File: config.mk
export PLATFORM = sky130hd
export DESIGN_NAME = popcount_arbiter
export DESIGN_NICKNAME = d
export VERILOG_FILES = /design/src/rtl/popcount_arbiter.sv
export SDC_FILE = /design/constraint.sdc
export NUM_CORES = 1
export LEC_CHECK = 0
export CAP_MARGIN = 20
export CORE_AREA = 3 3 94 96
export CTS_CLUSTER_SIZE = 8
export DETAILED_ROUTE_END_ITERATION = 16
export DIE_AREA = 0 0 97 99
export PLACE_DENSITY = 0.83
export SYNTH_ARGS = -nofsm -noshare
export SYNTH_HDL_FRONTEND = slang
export SYNTH_SLANG_ARGS = --single-unit
File: constraint.sdc
create_clock -name clock -period 2.6 [get_ports clock]
set_clock_uncertainty 0.1 [all_clocks]
set_input_delay 0.65 -clock clock [delete_from_list [all_inputs] [get_ports clock]]
set_output_delay 0.65 -clock clock [all_outputs]
set_load 0.1 [all_outputs]
File: src/rtl/popcount_arbiter.sv
// Round-robin arbiter sharing one popcount engine among N requesters.
// Define POPCOUNT_ARB_TIMEOUT_EN to abort a WAIT that exceeds TIMEOUT cycles (rsp_err=1).
module popcount_arbiter #(
    parameter int N       = 4,
    parameter int W       = 30,
    parameter int CW      = $clog2(W + 1),
    parameter int TIMEOUT = W + 4
) (
    input  logic           clock,
    input  logic           reset,
    input  logic [N-1:0]   req,
    input  logic [N*W-1:0] req_data,
    output logic [N-1:0]   gnt,
    output logic [N-1:0]   rsp_valid,
    output logic [CW-1:0]  rsp_count,
    output logic           rsp_err,
    output logic           busy,
    output logic           eng_start,
    output logic [W-1:0]   eng_data,
    input  logic           eng_dor,
    input  logic [CW-1:0]  eng_count
);

    localparam int PW = (N > 1) ? $clog2(N) : 1;

    typedef enum logic [1:0] {IDLE, LAUNCH, WAIT, DRAIN} state_t;

    state_t          state_q, state_d;
    logic [PW-1:0]   ptr_q, ptr_d;
    logic [PW-1:0]   owner_q, owner_d;
    logic [N-1:0]    gnt_q, gnt_d;
    logic [N-1:0]    rsp_valid_q, rsp_valid_d;
    logic [CW-1:0]   rsp_count_q, rsp_count_d;
    logic            busy_q, busy_d;
    logic            eng_start_q, eng_start_d;
    logic [W-1:0]    eng_data_q, eng_data_d;
    logic [PW-1:0]   winner;
    logic [PW-1:0]   next_ptr;
    logic            timed_out;

    // First requester at or after p, wrapping N-1 -> 0 (N need not be a power of 2).
    function automatic logic [PW-1:0] pick(input logic [N-1:0] r, input logic [PW-1:0] p);
        logic [PW-1:0] sel;
        logic          found;
        int            idx;
        sel   = p;
        found = 1'b0;
        for (int k = 0; k < N; k++) begin
            idx = int'(p) + k;
            if (idx >= N) idx = idx - N;
            if (!found && r[PW'(idx)]) begin
                sel   = PW'(idx);
                found = 1'b1;
            end
        end
        return sel;
    endfunction

    function automatic logic [N-1:0] onehot(input logic [PW-1:0] i);
        return {{(N-1){1'b0}}, 1'b1} << i;
    endfunction

    assign winner   = pick(req, ptr_q);
    assign next_ptr = (owner_q == PW'(N - 1)) ? '0 : owner_q + 1'b1;

`ifdef POPCOUNT_ARB_TIMEOUT_EN
    localparam int TW = $clog2(TIMEOUT + 1);

    logic [TW-1:0] wait_cnt_q, wait_cnt_d;
    logic          rsp_err_q, rsp_err_d;

    // Counts WAIT cycles without a done; cleared in every other state.
    always_comb begin
        wait_cnt_d = '0;
        if (state_q == WAIT && !eng_dor) wait_cnt_d = wait_cnt_q + 1'b1;
    end

    assign timed_out = (state_q == WAIT) && !eng_dor && (wait_cnt_q == TW'(TIMEOUT - 1));

    always_comb begin
        rsp_err_d = rsp_err_q;
        if (state_q == WAIT) begin
            if (eng_dor)        rsp_err_d = 1'b0;
            else if (timed_out) rsp_err_d = 1'b1;
        end
    end

    always_ff @(posedge clock or posedge reset) begin
        if (reset) begin
            wait_cnt_q <= '0;
            rsp_err_q  <= 1'b0;
        end else begin
            wait_cnt_q <= wait_cnt_d;
            rsp_err_q  <= rsp_err_d;
        end
    end

    assign rsp_err = rsp_err_q;
`else
    assign timed_out = 1'b0;
    assign rsp_err   = 1'b0;
`endif

    always_comb begin
        // NOTE: every variable gets a default first so no path leaves one unassigned (no latches).
        state_d     = state_q;
        ptr_d       = ptr_q;
        owner_d     = owner_q;
        gnt_d       = '0;
        rsp_valid_d = '0;
        rsp_count_d = rsp_count_q;
        eng_start_d = 1'b0;
        eng_data_d  = eng_data_q;

        unique case (state_q)
            IDLE: begin
                if (req != '0) begin
                    owner_d     = winner;
                    gnt_d       = onehot(winner);
                    eng_data_d  = req_data[int'(winner)*W +: W];
                    eng_start_d = 1'b1;
                    state_d     = LAUNCH;
                end
            end
            LAUNCH: state_d = WAIT;
            WAIT: begin
                if (eng_dor) begin
                    rsp_count_d = eng_count;
                    rsp_valid_d = onehot(owner_q);
                    ptr_d       = next_ptr;
                    state_d     = DRAIN;
                end else if (timed_out) begin
                    rsp_count_d = '0;
                    rsp_valid_d = onehot(owner_q);
                    ptr_d       = next_ptr;
                    state_d     = DRAIN;
                end
            end
            DRAIN: begin
                // A done held for several cycles (or arriving late) is absorbed here.
                if (!eng_dor) state_d = IDLE;
            end
            default: state_d = IDLE;
        endcase

        busy_d = (state_d != IDLE);
    end

    // NOTE: sequential state uses non-blocking assignments so all flops update together.
    always_ff @(posedge clock or posedge reset) begin
        if (reset) begin
            state_q     <= IDLE;
            ptr_q       <= '0;
            owner_q     <= '0;
            gnt_q       <= '0;
            rsp_valid_q <= '0;
            rsp_count_q <= '0;
            busy_q      <= 1'b0;
            eng_start_q <= 1'b0;
            eng_data_q  <= '0;
        end else begin
            state_q     <= state_d;
            ptr_q       <= ptr_d;
            owner_q     <= owner_d;
            gnt_q       <= gnt_d;
            rsp_valid_q <= rsp_valid_d;
            rsp_count_q <= rsp_count_d;
            busy_q      <= busy_d;
            eng_start_q <= eng_start_d;
            eng_data_q  <= eng_data_d;
        end
    end

    assign gnt       = gnt_q;
    assign rsp_valid = rsp_valid_q;
    assign rsp_count = rsp_count_q;
    assign busy      = busy_q;
    assign eng_start = eng_start_q;
    assign eng_data  = eng_data_q;

endmodule

placement.png
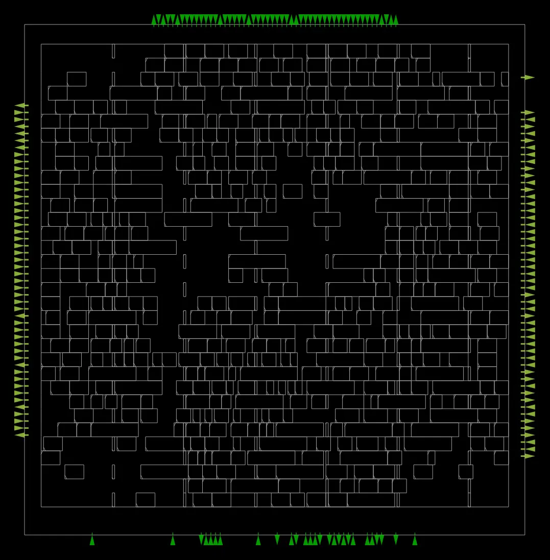
Filler Cell Count: 659
sequential cells: 51
Tapcell Cnt: 105

placement_by_type.png
Fill, decap, tap and diode cells in gray.
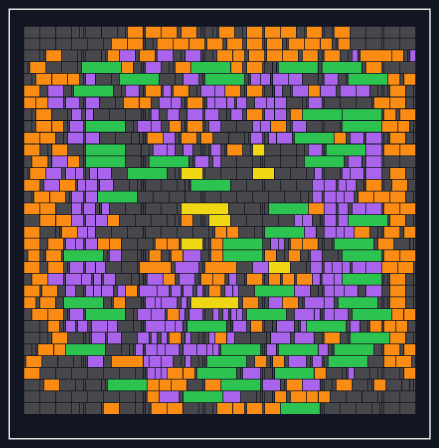
color	class	cells
purple	combinational and other logic	228
orange	remaining buffers and delay cells	209
yellow	clock drivers and dummy loads	8
green	sequential cells	51
flop share of the area: 24.8%
core occupancy in the finished layout: 63.3%
post-route cell area: 5150 um^2
area inside the core boundary: 8130 um^2
count of standard-cell rows: 33

layer_met2.png
Cells faint in the background.
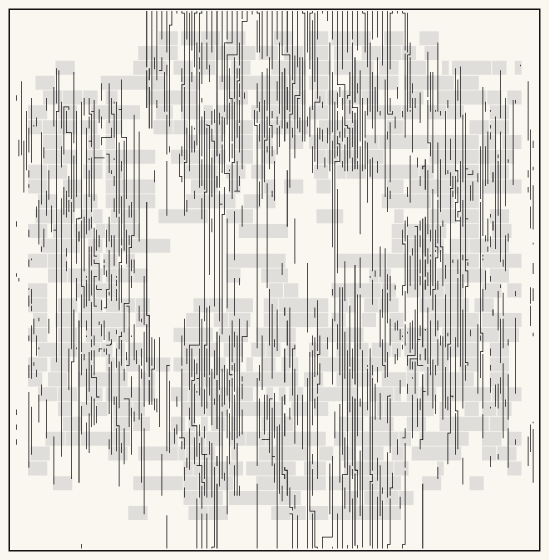
share of all routed wire	53%
longest straight run	47.3 um
wire length on this layer	6090 um
detailed-route via count: 3534
met2 usage: 42.3%
Total Routed Length: 11500 um

layer_met3.png
Bar = 20 um.
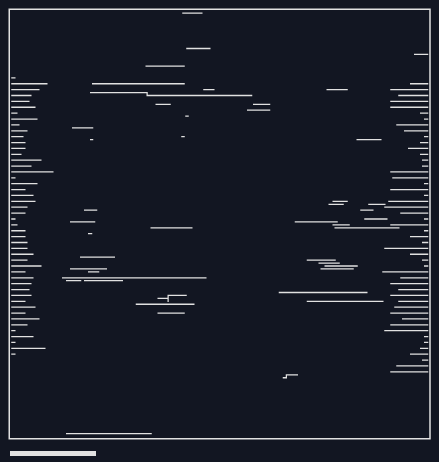
main direction	horizontal
share of all routed wire	6.9%
fraction of met3 tracks used by global routing: 3.54%

==> results.txt <==
Notes on the flow run.

- The flow ran to the end, and the final reports show no timing, DRC or antenna violations.
- According to the cell report, the number of logic gates is 223.
- The non-clock buffer count in the final layout is 209, for reference.
- The depth of the worst register-to-register path is 6, for reference.
- The number of standard cells after synthesis is 317, for reference.
- Among the non-sequential cells, AND-OR/OR-AND gates take the most area.
- The area share of xor/xnor cells in the synthesized design is 0%, for reference.
- Once the clock tree was built, the resizer swapped 0 gates to a different size.
- The stage-log warning count is 29, for reference.
- The count of buffering cells on the critical path with inverters included is 2, for reference.
- The storage element area is 1280 um^2, for reference.
- In the synthesized netlist, the cells that appear most often are 51 x sky130_fd_sc_hd__dfrtp_1, 31 x sky130_fd_sc_hd__o31ai_1, 30 x sky130_fd_sc_hd__a21oi_1, 30 x sky130_fd_sc_hd__nand4_1.
- The worst min-delay path endpoint is eng_data[12], for reference.
- The post-synth count of flops with an enable pin is 0.
- The data-path buffer share of cell area in the final layout is 37.8%, for reference.
- The total met3 wirelength after detailed routing is 789 um, for reference.
- Adding up every negative setup slack in the final design gives 0 ns.
- The clock net sink count is 51, for reference.
- For this run, the chip area from Yosys synthesis comes to 3110 um^2.
- The full die area is 9600 um^2, for reference.
- The share of power burned in registers is 20.4%, for reference.
- The post-route worst setup slack is 0.115 ns, for reference.
- Dividing total power by cell area gives a power density of 1350 nW/um^2.
- The clock network consumes a total of 659 uW.
- After synthesis, the share of flip-flops with an asynchronous set or reset is 100%.
- The total power is 6.94 mW, for reference.
- The number of primary I/O pins is 178, for reference.
- The top layer used by detailed routing is met4, for reference.
- The number of post-CTS setup repair buffers is 0, for reference.
- The flip-flop count of the largest register after layout is 30, for reference.
- The combinational gate area is 1640 um^2, for reference.
- Per the synth log, the flip-flop and latch total comes to 51.
- In this run the vertical extent of the chip is 99 um.
- The routed wirelength on the met1 layer is recorded as 4480 um.
- The analysis reports a worst IR drop on VDD of 0.000919 V.
Power is estimated from default activity; no workload was simulated.
